`config.mk`:
```
export PLATFORM = sky130hd
export DESIGN_NAME = wb_unit_flat
export DESIGN_NICKNAME = d
export VERILOG_FILES = /design/src/rtl/wb_unit_pkg.sv /design/src/rtl/wb_unit_if.sv /design/src/rtl/wb_unit_load_align.sv /design/src/rtl/wb_unit.sv /design/src/flat_wrapper.sv
export SDC_FILE = /design/constraint.sdc
export NUM_CORES = 1
export LEC_CHECK = 0
export CAP_MARGIN = 20
export CORE_ASPECT_RATIO = 0.5
export CORE_MARGIN = 5
export CORE_UTILIZATION = 40
export CTS_CLUSTER_DIAMETER = 50
export DETAILED_ROUTE_END_ITERATION = 10
export GPL_TIMING_DRIVEN = 0
export PLACE_DENSITY = 0.79
export SLEW_MARGIN = 5
export SYNTH_ARGS = -nofsm -noshare
export SYNTH_HDL_FRONTEND = slang
export SYNTH_SLANG_ARGS = --single-unit
```
`constraint.sdc`:
```
create_clock -name clk -period 2.7 [get_ports clk]
set_input_delay 0.27 -clock clk [delete_from_list [all_inputs] [get_ports clk]]
set_output_delay 0.27 -clock clk [all_outputs]
set_load 0.005 [all_outputs]
```
`src/rtl/wb_unit_pkg.sv`:
```
// Shared types for the writeback stage: load funct3 encodings and FSM states.
package wb_unit_pkg;

  typedef enum logic [2:0] {
    LT_LB  = 3'b000,
    LT_LH  = 3'b001,
    LT_LW  = 3'b010,
    LT_LD  = 3'b011,
    LT_LBU = 3'b100,
    LT_LHU = 3'b101,
    LT_LWU = 3'b110
  } load_type_e;

  typedef enum logic [1:0] {
    WB_IDLE,
    WB_WAIT_MEM,
    WB_DRAIN
  } wb_state_e;

endpackage

```
`src/rtl/wb_unit_if.sv`:
```
// Memory-stage request, register-file write and bypass signals of the writeback stage.
interface wb_unit_if #(
  parameter int XLEN  = 32,
  parameter int RA_W  = 5,
  parameter int OFF_W = $clog2(XLEN / 8)
);
  logic             valid_i;
  logic             ready_o;
  logic [RA_W-1:0]  sel_rd_i;
  logic             rd_we_i;
  logic             mem_re_i;
  logic [2:0]       load_type_i;
  logic [OFF_W-1:0] addr_off_i;
  logic [XLEN-1:0]  alu_result_i;
  logic             mem_rvalid_i;
  logic [XLEN-1:0]  mem_rdata_i;
  logic             flush_i;
  logic             bypass_valid_o;
  logic [RA_W-1:0]  bypass_rd_o;
  logic [XLEN-1:0]  data_bypass_o;
  logic             we_o;
  logic [RA_W-1:0]  sel_rd_o;
  logic [XLEN-1:0]  data_o;
  logic             retire_o;

  modport master (
    output valid_i, sel_rd_i, rd_we_i, mem_re_i, load_type_i, addr_off_i,
           alu_result_i, mem_rvalid_i, mem_rdata_i, flush_i,
    input  ready_o, bypass_valid_o, bypass_rd_o, data_bypass_o,
           we_o, sel_rd_o, data_o, retire_o
  );

  modport slave (
    input  valid_i, sel_rd_i, rd_we_i, mem_re_i, load_type_i, addr_off_i,
           alu_result_i, mem_rvalid_i, mem_rdata_i, flush_i,
    output ready_o, bypass_valid_o, bypass_rd_o, data_bypass_o,
           we_o, sel_rd_o, data_o, retire_o
  );
endinterface

```
`src/rtl/wb_unit_load_align.sv`:
```
// Combinational sub-word load formatter: selects byte/half/word at the offset and extends it.
module wb_unit_load_align
  import wb_unit_pkg::*;
#(
  parameter int XLEN  = 32,
  parameter int OFF_W = $clog2(XLEN / 8)
) (
  input  logic [XLEN-1:0]  rdata,
  input  logic [2:0]       load_type,
  input  logic [OFF_W-1:0] off,
  output logic [XLEN-1:0]  result
);

  // Offset bits below the access size are dropped by masking the bit-shift amount.
  localparam logic [OFF_W+2:0] HALF_LOW = (OFF_W + 3)'(15);
  localparam logic [OFF_W+2:0] WORD_LOW = (OFF_W + 3)'(31);

  logic        [OFF_W+2:0] sh_b, sh_h, sh_w;
  logic signed [7:0]       b_s;
  logic signed [15:0]      h_s;
  logic signed [31:0]      w_s;

  assign sh_b = {off, 3'b000};
  assign sh_h = sh_b & ~HALF_LOW;
  assign sh_w = sh_b & ~WORD_LOW;

  assign b_s = 8'(rdata >> sh_b);
  assign h_s = 16'(rdata >> sh_h);
  assign w_s = 32'(rdata >> sh_w);

  always_comb begin
    result = rdata;
    case (load_type_e'(load_type))
      LT_LB:  result = XLEN'(b_s);
      LT_LH:  result = XLEN'(h_s);
      LT_LW:  result = XLEN'(w_s);
      LT_LBU: result = XLEN'($unsigned(b_s));
      LT_LHU: result = XLEN'($unsigned(h_s));
      LT_LWU: if (XLEN == 64) result = XLEN'($unsigned(w_s));
      default: result = rdata;
    endcase
  end

endmodule

```
`src/rtl/wb_unit.sv`:
```
// Writeback stage: waits for variable-latency load data, formats it, squashes on flush,
// and drives a same-cycle bypass plus a registered register-file write port.
module wb_unit
  import wb_unit_pkg::*;
#(
  parameter int XLEN  = 32,
  parameter int RA_W  = 5,
  parameter int OFF_W = $clog2(XLEN / 8)
) (
  input logic     clk,
  input logic     rst_n,
  wb_unit_if.slave bus
);

  wb_state_e        state, state_nxt;
  logic [RA_W-1:0]  hold_rd;
  logic             hold_we;
  logic [2:0]       hold_lt;
  logic [OFF_W-1:0] hold_off;

  logic             commit, capture, use_held, wr;
  logic [RA_W-1:0]  rd_sel;
  logic             we_sel, load_sel;
  logic [2:0]       lt_sel;
  logic [OFF_W-1:0] off_sel;
  logic [XLEN-1:0]  load_data, commit_data;

  logic             we_p1, retire_p1;
  logic [RA_W-1:0]  rd_p1;
  logic [XLEN-1:0]  data_p1;

  assign bus.ready_o = (state == WB_IDLE);

  always_ff @(posedge clk) begin
    if (!rst_n) state <= WB_IDLE;
    else        state <= state_nxt;
  end

  always_comb begin
    state_nxt = state;
    commit    = 1'b0;
    capture   = 1'b0;
    unique case (state)
      WB_IDLE: begin
        // A flush in IDLE masks valid_i for that cycle.
        if (bus.valid_i && !bus.flush_i) begin
          if (bus.mem_re_i && !bus.mem_rvalid_i) begin
            capture   = 1'b1;
            state_nxt = WB_WAIT_MEM;
          end else begin
            commit = 1'b1;
          end
        end
      end
      WB_WAIT_MEM: begin
        if (bus.flush_i) begin
          state_nxt = bus.mem_rvalid_i ? WB_IDLE : WB_DRAIN;
        end else if (bus.mem_rvalid_i) begin
          commit    = 1'b1;
          state_nxt = WB_IDLE;
        end
      end
      WB_DRAIN: begin
        if (bus.mem_rvalid_i) state_nxt = WB_IDLE;
      end
      default: state_nxt = WB_IDLE;
    endcase
  end

  assign use_held = (state == WB_WAIT_MEM);
  assign rd_sel   = use_held ? hold_rd  : bus.sel_rd_i;
  assign we_sel   = use_held ? hold_we  : bus.rd_we_i;
  assign load_sel = use_held ? 1'b1     : bus.mem_re_i;
  assign lt_sel   = use_held ? hold_lt  : bus.load_type_i;
  assign off_sel  = use_held ? hold_off : bus.addr_off_i;

  wb_unit_load_align #(
    .XLEN  (XLEN),
    .OFF_W (OFF_W)
  ) u_align (
    .rdata     (bus.mem_rdata_i),
    .load_type (lt_sel),
    .off       (off_sel),
    .result    (load_data)
  );

  assign commit_data = load_sel ? load_data : bus.alu_result_i;
  assign wr          = commit && we_sel && (rd_sel != '0);

  assign bus.bypass_valid_o = wr;
  assign bus.bypass_rd_o    = rd_sel;
  assign bus.data_bypass_o  = commit_data;

  // Stage boundary: commit -> registered register-file port (p1)
  always_ff @(posedge clk) begin
    if (!rst_n) begin
      hold_rd   <= '0;
      hold_we   <= 1'b0;
      hold_lt   <= '0;
      hold_off  <= '0;
      we_p1     <= 1'b0;
      retire_p1 <= 1'b0;
      rd_p1     <= '0;
      data_p1   <= '0;
    end else begin
      if (capture) begin
        hold_rd  <= bus.sel_rd_i;
        hold_we  <= bus.rd_we_i;
        hold_lt  <= bus.load_type_i;
        hold_off <= bus.addr_off_i;
      end
      we_p1     <= wr;
      retire_p1 <= commit;
      if (commit) begin
        rd_p1   <= rd_sel;
        data_p1 <= commit_data;
      end
    end
  end

  assign bus.we_o     = we_p1;
  assign bus.retire_o = retire_p1;
  assign bus.sel_rd_o = rd_p1;
  assign bus.data_o   = data_p1;

endmodule

```
`src/flat_wrapper.sv`:
```
// flat-port wrapper written by rule: the top's interface ports become plain ports
module wb_unit_flat import wb_unit_pkg::*;
#(
  parameter int XLEN  = 32,
  parameter int RA_W  = 5,
  parameter int OFF_W = $clog2(XLEN / 8)
)
  (clk, rst_n, bus_valid_i, bus_sel_rd_i, bus_rd_we_i, bus_mem_re_i, bus_load_type_i, bus_addr_off_i, bus_alu_result_i, bus_mem_rvalid_i, bus_mem_rdata_i, bus_flush_i, bus_ready_o, bus_bypass_valid_o, bus_bypass_rd_o, bus_data_bypass_o, bus_we_o, bus_sel_rd_o, bus_data_o, bus_retire_o);
  wb_unit_if #(.XLEN(XLEN), .RA_W(RA_W), .OFF_W(OFF_W)) bus_i ();
  input logic clk;
  input logic rst_n;
  input wire logic [$bits(bus_i.valid_i)-1:0] bus_valid_i;
  input wire logic [$bits(bus_i.sel_rd_i)-1:0] bus_sel_rd_i;
  input wire logic [$bits(bus_i.rd_we_i)-1:0] bus_rd_we_i;
  input wire logic [$bits(bus_i.mem_re_i)-1:0] bus_mem_re_i;
  input wire logic [$bits(bus_i.load_type_i)-1:0] bus_load_type_i;
  input wire logic [$bits(bus_i.addr_off_i)-1:0] bus_addr_off_i;
  input wire logic [$bits(bus_i.alu_result_i)-1:0] bus_alu_result_i;
  input wire logic [$bits(bus_i.mem_rvalid_i)-1:0] bus_mem_rvalid_i;
  input wire logic [$bits(bus_i.mem_rdata_i)-1:0] bus_mem_rdata_i;
  input wire logic [$bits(bus_i.flush_i)-1:0] bus_flush_i;
  output wire logic [$bits(bus_i.ready_o)-1:0] bus_ready_o;
  output wire logic [$bits(bus_i.bypass_valid_o)-1:0] bus_bypass_valid_o;
  output wire logic [$bits(bus_i.bypass_rd_o)-1:0] bus_bypass_rd_o;
  output wire logic [$bits(bus_i.data_bypass_o)-1:0] bus_data_bypass_o;
  output wire logic [$bits(bus_i.we_o)-1:0] bus_we_o;
  output wire logic [$bits(bus_i.sel_rd_o)-1:0] bus_sel_rd_o;
  output wire logic [$bits(bus_i.data_o)-1:0] bus_data_o;
  output wire logic [$bits(bus_i.retire_o)-1:0] bus_retire_o;
  assign bus_i.valid_i = bus_valid_i;
  assign bus_i.sel_rd_i = bus_sel_rd_i;
  assign bus_i.rd_we_i = bus_rd_we_i;
  assign bus_i.mem_re_i = bus_mem_re_i;
  assign bus_i.load_type_i = bus_load_type_i;
  assign bus_i.addr_off_i = bus_addr_off_i;
  assign bus_i.alu_result_i = bus_alu_result_i;
  assign bus_i.mem_rvalid_i = bus_mem_rvalid_i;
  assign bus_i.mem_rdata_i = bus_mem_rdata_i;
  assign bus_i.flush_i = bus_flush_i;
  assign bus_ready_o = bus_i.ready_o;
  assign bus_bypass_valid_o = bus_i.bypass_valid_o;
  assign bus_bypass_rd_o = bus_i.bypass_rd_o;
  assign bus_data_bypass_o = bus_i.data_bypass_o;
  assign bus_we_o = bus_i.we_o;
  assign bus_sel_rd_o = bus_i.sel_rd_o;
  assign bus_data_o = bus_i.data_o;
  assign bus_retire_o = bus_i.retire_o;
  wb_unit #(.XLEN(XLEN), .RA_W(RA_W), .OFF_W(OFF_W)) u_core (.clk(clk), .rst_n(rst_n), .bus(bus_i));
endmodule
```
**Placed cells, one colour a class**

Fill, decap, tap and diode cells in grey.
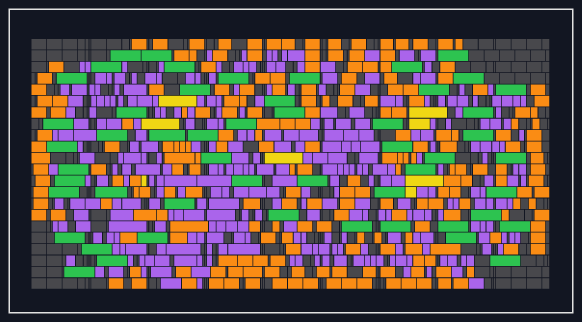
Key: purple = combinational and other logic [cells 318, share of their area 40%]; orange = remaining buffers and delay cells [cells 216, share of their area 37%]; yellow = clock drivers and dummy loads [cells 8, share of their area 2.8%]; green = sequential cells [cells 52, share of their area 20%]
Placeable Area: 7405 um2
flop share of the area: 0.1921
row count: 22

**Placed standard cells**

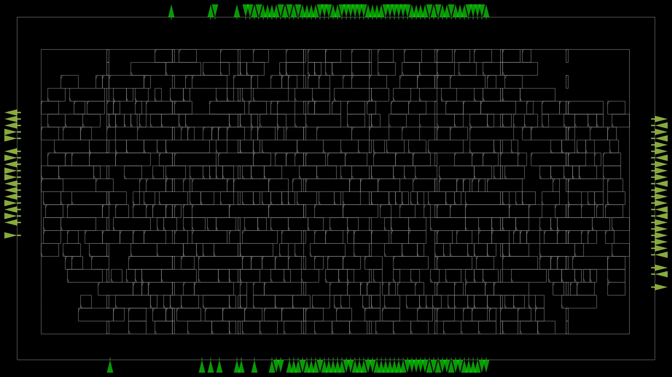
num tapcells: 96
# fillers: 559
post-route insts no fill: 690

[where the power goes]
group          total (mW)  switching, mW  internal (mW)  leakage, nW
Combinational       0.717          0.322          0.396         1.80
Sequential          0.825         0.0211          0.804        0.426
Clock               0.674          0.303          0.371       0.0701
[cell type report]
cell class / instances / area share
plain buffers: 26 / 0.03240
clock buffers: 7 / 0.02619
clock inverters: 1 / 0.001379
inverters: 7 / 0.004825
multi-input cells: 311 / 0.3904
flip-flops and latches: 52 / 0.1921
well taps: 96 / 0.02206
repair buffers: 190 / 0.3307
[kinds of logic after synthesis]
group,Yosys count
buffers and inverters,34
AOI/OAI and AO/OA,143
muxes,24
and+or+nand+nor,144
DFF,52
[cells in the final DEF (no fill, tap or decap), drive strengths merged, types with 8 or more instances in the layout]
master         count
clkdlybuf4s50    125
nand2             69
dfxtp             52
buf               40
clkbuf            36
nor2              32
a21oi             32
mux2i             22
o21ai             21
a31oi             20
dlygate4sd2       16
o22ai             15
nor2b             13
o211ai            10
o21a              10
or3                9
a221o              8
nand2b             8
[worst paths after layout]
kind                                             start                endpoint  slack (ns)  cells past startpoint
worst min-delay path            u_core.bus.sel_rd_o[2]  u_core.bus.sel_rd_o[2]        0.47                      2
worst max register to register         u_core.state[0]   u_core.bus.data_o[21]        0.39                     11
worst max-delay path                   u_core.state[0]    bus_data_bypass_o[1]        0.01                     10
worst min register to register  u_core.bus.sel_rd_o[2]  u_core.bus.sel_rd_o[2]        0.47                      2
[worst max-delay path, delay by kind of cell (launching register included)]
family / cells / cell delay [ns]
buffers and inverters: 5 / 0.85
AND-OR/OR-AND: 3 / 0.70
flip-flops: 1 / 0.33
AND/OR/NAND/NOR: 2 / 0.23
[flip-flops by register name (all words and copies together), names as in the netlist]
signal / cells
u_core.state: 2
u_core.hold_rd: 5
u_core.bus.data_o: 32
u_core.bus.we_o: 1
u_core.hold_off: 2
u_core.hold_lt: 3
u_core.bus.sel_rd_o: 5
u_core.bus.retire_o: 1
u_core.hold_we: 1
[per-layer routing]
metal,wire length (um),vias to the layer above,track usage
met4,240,0,0.06998
met3,849,25,0.05125
li1,-,1847,-
met1,5773,1868,0.3355
met2,6323,165,0.4427
met5,0,-,0
[timing repair]
item / CTS / global route
resized: 85 / 42
endpoints found under the setup margin: 33 / 22
cloned: 1 / 1
setup buffers: 23 / 7
pin swaps: 6 / 7
hold endpoints to repair: 0 / 0
[through the flow]
step / cells / area (um2) / hold slack [ns]
3_5_place_dp: 651 / 4785 / 0.4617
3_3_place_gp: 651 / 4785 / 0.4561
5_1_grt: 690 / 5445 / 0.5092
2_1_floorplan: 397 / 3083 / 0.3461
6_report: 690 / 5445 / 0.4699
4_1_cts: 683 / 5323 / 0.4787
==> deck_impl_summary.md <==
Flow Results at a Glance

Run status
  • Status: completed

Cells and area
  • Footprint of the multi-input gates: between 2000 and 2500 um2
  • Number of antenna diodes: 0
  • Fin nets: approximately 670
  • Area Growth Syn to Fin: 76.62%
  • Fin util: 0.7354
  • Layout cells sized above 1: 0.1785

Setup path
  • Critical Path AT: around 2.4 ns
  • CP max stage delay: roughly 0.34 ns
  • Critical Path Fanout Max: 7
  • Crit. End Element: primary output
  • Worst EP required: around 2.4 ns
  • Most used cell, CP: buf_4
  • Crit path kind: flip-flop to primary output

Timing
  • Clock skew: just under 0.008 ns
  • Final Hold Vio Count: 0
  • Worst slew pin tran: 0.6577 ns
  • Max Clock Freq: about 370 MHz
  • Period minus WS final: roughly 2.7 ns
  • Setup WS post-layout: between 0.01 and 0.015 ns
  • Worst slew margin: 0.5616
  • RSZ-0062 raised after global routing: true
  • Crit share post-route: 0.9949
  • Max Transition Viols Final: 0

Run
  • Max Cap Viol: 0
  • Tool warnings: 27

Drt
  • WL per Instance: roughly 19 um
  • Post-route ant nets: 0
  • Remaining DRCs: 0
  • Vias: between 3,000 and 4,000
  • Iter 0 DRT Violations: between 200 and 300
  • WL final: roughly 13 mm

Synth
  • Top_reg_cell synth: dfxtp_1
  • Top post-synthesis cells by area: dfxtp_1 (34%), nand2_1 (8.4%), mux2i_1 (6.8%), a21oi_1 (5.0%), nor2_1 (3.9%)
  • Main logic family after synthesis: AND-OR/OR-AND gates
  • Synthesis area per yosys: around 3000 um2
  • Synth Area in Adders: 0
  • # Cells Yosys: between 300 and 400
  • Syn Nets: between 400 and 500
  • Area leader, netlist: dfxtp_1
  • Yosys aoi share: 0.3170
  • Cell area after synthesis: slightly above 3000 um2
  • Most frequent cell after synthesis: nand2_1
  • Basic Gates by Area: 0.2143
  • YS warnings: 0
  • Count of library flops with an enable pin: 0
  • Most frequent cells after synthesis: nand2_1 (69), dfxtp_1 (52), nor2_1 (32)
  • Post-Synth XOR/XNOR Area: 0

Clock network
  • # H-tree levels: 2
  • TritonCTS clock tree: done
  • Clock net sink count: 52
  • CTS buffer count: 5
  • Worst-path clk slew: 0.07 ns
  • Clk buf depth: 2
  • Clk_lat worst skew: about 0.30 ns
  • Cts hold-fix bufs: 0

Power
  • Design Power: roughly 2.2 mW
  • Power per cell area: around 410 nW/um2
  • Max IR drop VDD: just under 0.0003 V

Global routing
  • Gr ovfl total: 0
  • Vias in the first global route: 3,851
  • GRT Overall Usage: 0.2576
  • First-pass GRT wire length: about 20 mm
  • Initial antenna violation count: 0
  • Largest net degree at the start of global routing: 16

Die
  • Die Area: a little under 10,000 um2
  • Die extent in x: about 130 um
  • Die H: around 72 um
  • FP Core Util: 0.4164
  • IO Pins: approximately 160

Placed design
  • Dpl ws: -0.2475 ns
  • RePlAce Congestion: around 0.87
  • DP HPWL: ~9.3 mm

Worst hold path
  • Worst min-delay path class: flip-flop to flip-flop
Power and IR drop assume default switching activity.
